Design compound_op_sequencer, sky130hd; sources not shown.
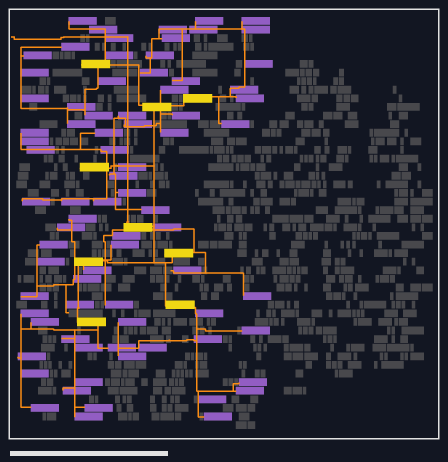
**Above:** run 1 (clock network drawn from the DEF).
Bar = 50 um.
- orange: clock wires (length 1090 um)
- yellow: cells driving clock nets (count 9)
- purple: flip-flops (count 78)
- routed clock nets: 10
clock power share: 13.3%
Clk power: 266 uW
clk latency late pin: 0.34 ns

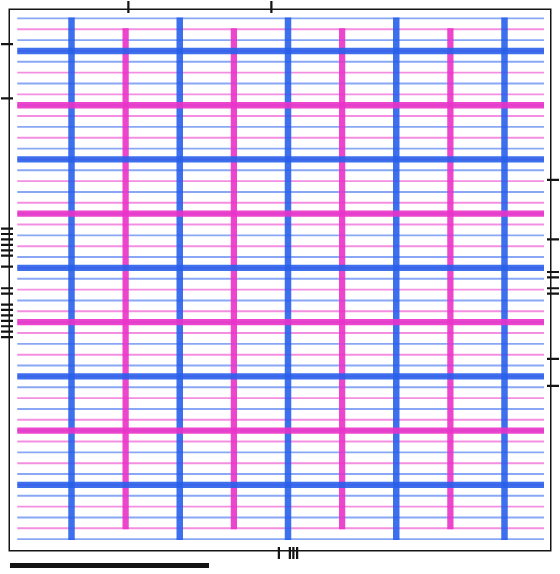
**Above:** run 1 (power grid).
Bar = 50 um. Pins as bars on the die edge.
- magenta: VDD
- blue: VSS
- rows: 48
- met1 rails: 49
peak supply drop: 141 uV
core area: 17200 sq um
Die Y: 135 um
die width: 135 um

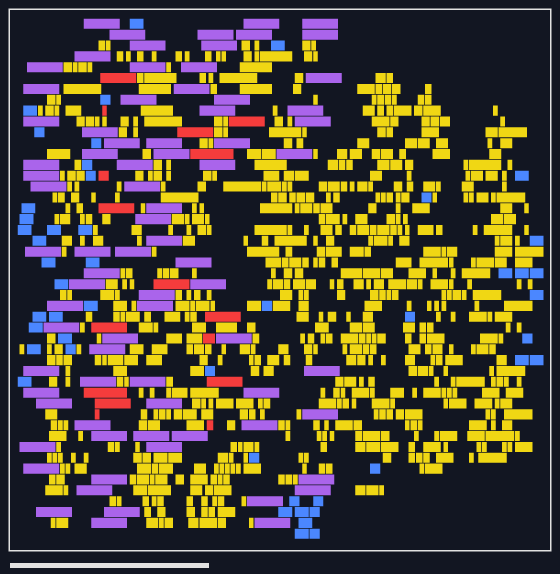
**Above:** run 1 (cell classes on the final placement).
Bar = 50 um.
- red: clock drivers and dummy loads (cells 16; share of their area 4.2%)
- purple: flip-flops (cells 78; share of their area 26%)
- yellow: all other logic (cells 693; share of their area 64%)
- blue: other buffers and delay cells (cells 48; share of their area 5.9%)
std cell rows: 48
final core occ: 44.9%
sequential share of cell area: 25.2%

==> metrics.csv, run 1 <==
stage,metric,value,unit
run_status,status,"finished, final reports clean",
cells_and_area,design.seq.count,78,
cells_and_area,bufAreaShareNonClock,5.66,%
placement,dp_slack,4.01,ns
cells_and_area,final_nets,913,
final_timing,tightest_slew,1.16,ns
synthesis,edf_count,0,
final_timing,maxSlewHeadroom,23.0,%
synthesis,yosysTopAreaCell,dfrtp_1,
synthesis,synth_cell_types,70,
final_timing,fmax,0.114,GHz
grt,grtUsageMet2,39.4,%
synthesis,synthTopLogicFamily,AND-OR/OR-AND gates,
critical_path,cp-start-kind,primary input,
clocking,cts.root.buffer_cell,clkbuf_16,
cells_and_area,design_area,7740,sq um
worst_hold_path,min_delay_path_depth,2,
placement,dp_cells,1044,
critical_path,path_depth,19,
detailed_routing,wl_met3,1320,um
power_and_ir_drop,finalPower,2000,uW
detailed_routing,wire_per_inst,20.2,um
grt,met1_usage,32.7,%
synthesis,mux_share,10.8,%
cells_and_area,sh_comb_area,58.1,%
placement,gp_congestion,0.932,
cells_and_area,clock_buffers,11,
final_timing,fin_crit_sh,66.5,%
synthesis,ys_ff,78,
grt,antenna_found_initial,0,
clocking,cts_buffers,9,
critical_path,path_buffers,4,
power_and_ir_drop,p_comb_share,64.3,%
cells_and_area,nNonClkInverters,69,
critical_path,path_cells,"clkdlybuf4s50_1, mux4_1, inv_1, nor2_1, ha_1, fa_1, ha_1, inv_1, fa_1, inv_1, fa_1, a21o_1, a21oi_1, xor2_1, xnor2_1, xnor3_1, and2_1, o21ai_1, a31oi_1",
cells_and_area,drive_gt1_share,8.02,%
clocking,hold_buffers,0,
detailed_routing,highest_layer,met4,
die,ios,32,
cells_and_area,fin_cells,1060,
cells_and_area,buffers_excl_clock,48,
synthesis,ys.flop_type,dfrtp_1,
power_and_ir_drop,p_int,1110,uW
synthesis,async_flop_share,100,%
grt,grt_max_degree,79,
synthesis,fp_nets,904,
clocking,cts_sinks,78,
clocking,cts_max_path_buffers,2,
detailed_routing,drt-met1-wl,9450,um
synthesis,synthAoiAreaFrac,18.0,%
placement,hpwlAfterDp,15800,um
power_and_ir_drop,p_switching,891,uW
cells_and_area,comb.multi_input.count,624,
synthesis,yosysChipArea,7010,sq um
die,nWellTaps,225,
detailed_routing,via_count,6201,
detailed_routing,drc,0,
cells_and_area,clk_share,4.06,%
grt,grt.busiest_layer,met2,
power_and_ir_drop,seq-power,449,uW
final_timing,timing.setup.tns,0,ns
detailed_routing,via_per_inst,5.85,
detailed_routing,antenna_left,0,
grt,grt_use_met3,3.44,%
critical_path,cp_data_required_time,13.15,ns
synthesis,syn_area,7010,sq um
power_and_ir_drop,power_density,259,nW/um^2
placement,port_buffers,31,
synthesis,yosysMostFrequentCell,nor2_1,
final_timing,rsz0062_at_grt,false,
die,initCoreUtil,40.7,%
clocking,cts_setup_buffers,0,
clocking,htreeDepth,3,
critical_path,critPathMaxStageDelay,1.02,ns
die,dieArea,18300,sq um
grt,grt_pass1_vias,6228,
synthesis,area_leaders,"dfrtp_1 28%, ha_1 9.1%, nor2_1 5.4%, nand2_1 5.0%, a21oi_1 4.3%",
clocking,cts_tree,done,
critical_path,r2r_slack,7.48,ns
synthesis,simple_gate_area_share,17.7,%
grt,grt_overflow,0,
cells_and_area,antennaDiodeCount,0,
synthesis,synth_warnings,0,
clocking,cts.repair.resized,0,
placement,place_area,7420,sq um
critical_path,crit_fanout,15,
detailed_routing,drt_iter0_drc,540,
synthesis,adder_share,13.1,%
synthesis,netlist_instances,821,
power_and_ir_drop,powerComb,1290,uW
cells_and_area,area_growth,10.4,%
clocking,clk_pin_slew,0.06,ns
synthesis,ys_cells,821,
grt,grt_pass1_wl,34300,um
detailed_routing,route.met2.wl,10000,um
cells_and_area,area_dominant_class,combinational gates,
flow_run,drv_cap,0,
synthesis,yosys.area_share.xor_xnor,4.30,%
grt,grt_usage,24.3,%
final_timing,setup_viol,0,
synthesis,synth_seq_share,27.8,%
power_and_ir_drop,switching_share,44.5,%
critical_path,cp.arrival,8.76,ns
cells_and_area,mostFrequentLayoutCell,nor2_1,
power_and_ir_drop,power_leader,combinational cells,
synthesis,netlist_top_cells_count,"100 x nor2_1, 94 x nand2_1, 78 x dfrtp_1, 68 x inv_1, 60 x a21oi_1",
power_and_ir_drop,power.leakage,0.00342,uW
cells_and_area,largest_reg_flops,32,
worst_hold_path,hold_path.class,flip-flop to flip-flop,
detailed_routing,first_pass_iters,5,
critical_path,crit_slowest_cell,clkdlybuf4s50_1,
critical_path,path_class,primary input to flip-flop,
detailed_routing,routed_wirelength,21400,um
cells_and_area,regArea,1950,sq um
synthesis,netlist.area_leader.share,27.8,%
final_timing,hold_slack,0.338,ns
critical_path,cp_top_family,adder cells,
**Run 1: signal wires by layer**

Two of the layers only.
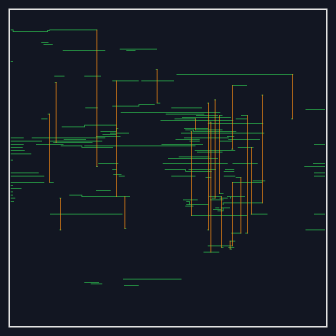

==> run 2, diff against run 1 <==
- clock period: 13.13 -> 8.7 ns (I/O delays scaled with it)
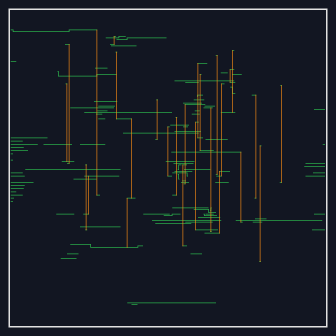
**Above:** run 2 (signal wires by layer).
Two of the layers only.
- green: met3 (wire length 1010 um)
- orange: met4 (wire length 904 um)
Post-Route WL: 21800 um
routed length per instance: 20.5 um
total track usage: 24.7%
total number of vias: 6231

==> metrics.csv, run 2 <==
stage,metric,value,unit,change
synthesis,ys_ff,78,,unchanged
clocking,clk_pin_slew,0.06,ns,about the same
grt,grt_max_degree,79,,unchanged
final_timing,rsz0062_at_grt,false,,
synthesis,edf_count,0,,unchanged
die,ios,32,,unchanged
critical_path,path_depth,19,,unchanged
grt,grt_pass1_vias,6251,,+0.37%
clocking,cts.root.buffer_cell,clkbuf_16,,
power_and_ir_drop,p_int,1710,uW,+54%
detailed_routing,first_pass_iters,5,,unchanged
synthesis,yosys.area_share.xor_xnor,4.30,%,unchanged
cells_and_area,comb.multi_input.count,624,,unchanged
cells_and_area,clk_share,4.34,%,+0.28 points
final_timing,fmax,0.133,GHz,
power_and_ir_drop,power_density,390,nW/um^2,+51%
detailed_routing,drt-met1-wl,9820,um,+3.9%
cells_and_area,bufAreaShareNonClock,6.18,%,+0.53 points
grt,met1_usage,32.6,%,about the same
clocking,cts_sinks,78,,unchanged
placement,gp_congestion,0.923,,-0.96%
clocking,clk_latency,0.34,ns,about the same
detailed_routing,wl_met3,1010,um,-24%
die,core,17200,sq um,unchanged
cells_and_area,regArea,1950,sq um,unchanged
cells_and_area,buffers_excl_clock,54,,+13%
critical_path,path_buffers,4,,unchanged
cells_and_area,nNonClkInverters,69,,unchanged
synthesis,ys_cells,821,,unchanged
worst_hold_path,hold_path.class,flip-flop to flip-flop,,
placement,hpwlAfterDp,15900,um,+0.75%
detailed_routing,via_per_inst,5.85,,about the same
synthesis,synthTopLogicFamily,AND-OR/OR-AND gates,,
clocking,cts.repair.resized,0,,unchanged
grt,grtUsageMet2,40.9,%,+1.5 points
grt,grt_pass1_wl,34500,um,+0.60%
detailed_routing,drc,0,,unchanged
grt,grt_use_met3,2.43,%,-1.0 points
critical_path,cp_top_family,adder cells,,
critical_path,crit_slowest_cell,mux4_1,,
die,rows,48,,unchanged
power_and_ir_drop,seq-power,680,uW,+51%
synthesis,area_leaders,"dfrtp_1 28%, ha_1 9.1%, nor2_1 5.4%, nand2_1 5.0%, a21oi_1 4.3%",,
detailed_routing,antenna_left,0,,unchanged
detailed_routing,highest_layer,met4,,
cells_and_area,design_area,7810,sq um,+0.91%
critical_path,crit_fanout,10,,-5
flow_run,drv_cap,0,,unchanged
synthesis,netlist.area_leader.share,27.8,%,unchanged
power_and_ir_drop,powerComb,1930,uW,+50%
final_timing,setup_viol,0,,unchanged
run_status,status,"finished, final reports clean",,
critical_path,cp_data_required_time,8.72,ns,-4.43 ns
synthesis,simple_gate_area_share,17.7,%,unchanged
synthesis,synthAoiAreaFrac,18.0,%,unchanged
die,dieArea,18300,sq um,unchanged
clocking,cts_setup_buffers,0,,unchanged
die,fp.dieW,135,um,unchanged
synthesis,adder_share,13.1,%,unchanged
synthesis,netlist_instances,821,,unchanged
cells_and_area,drive_gt1_share,8.68,%,+0.66 points
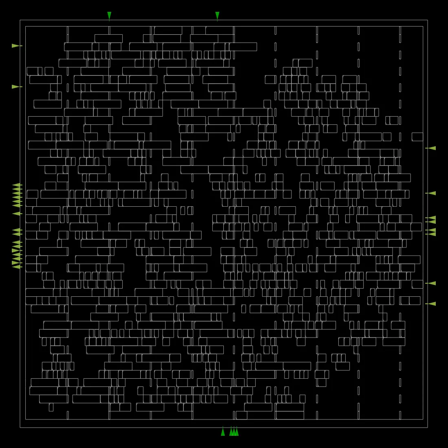
**Above:** run 2 (cell placement).
fin cells: 1066
fillers: 1685

No activity file was given, so power comes from the tool's default toggle rates.
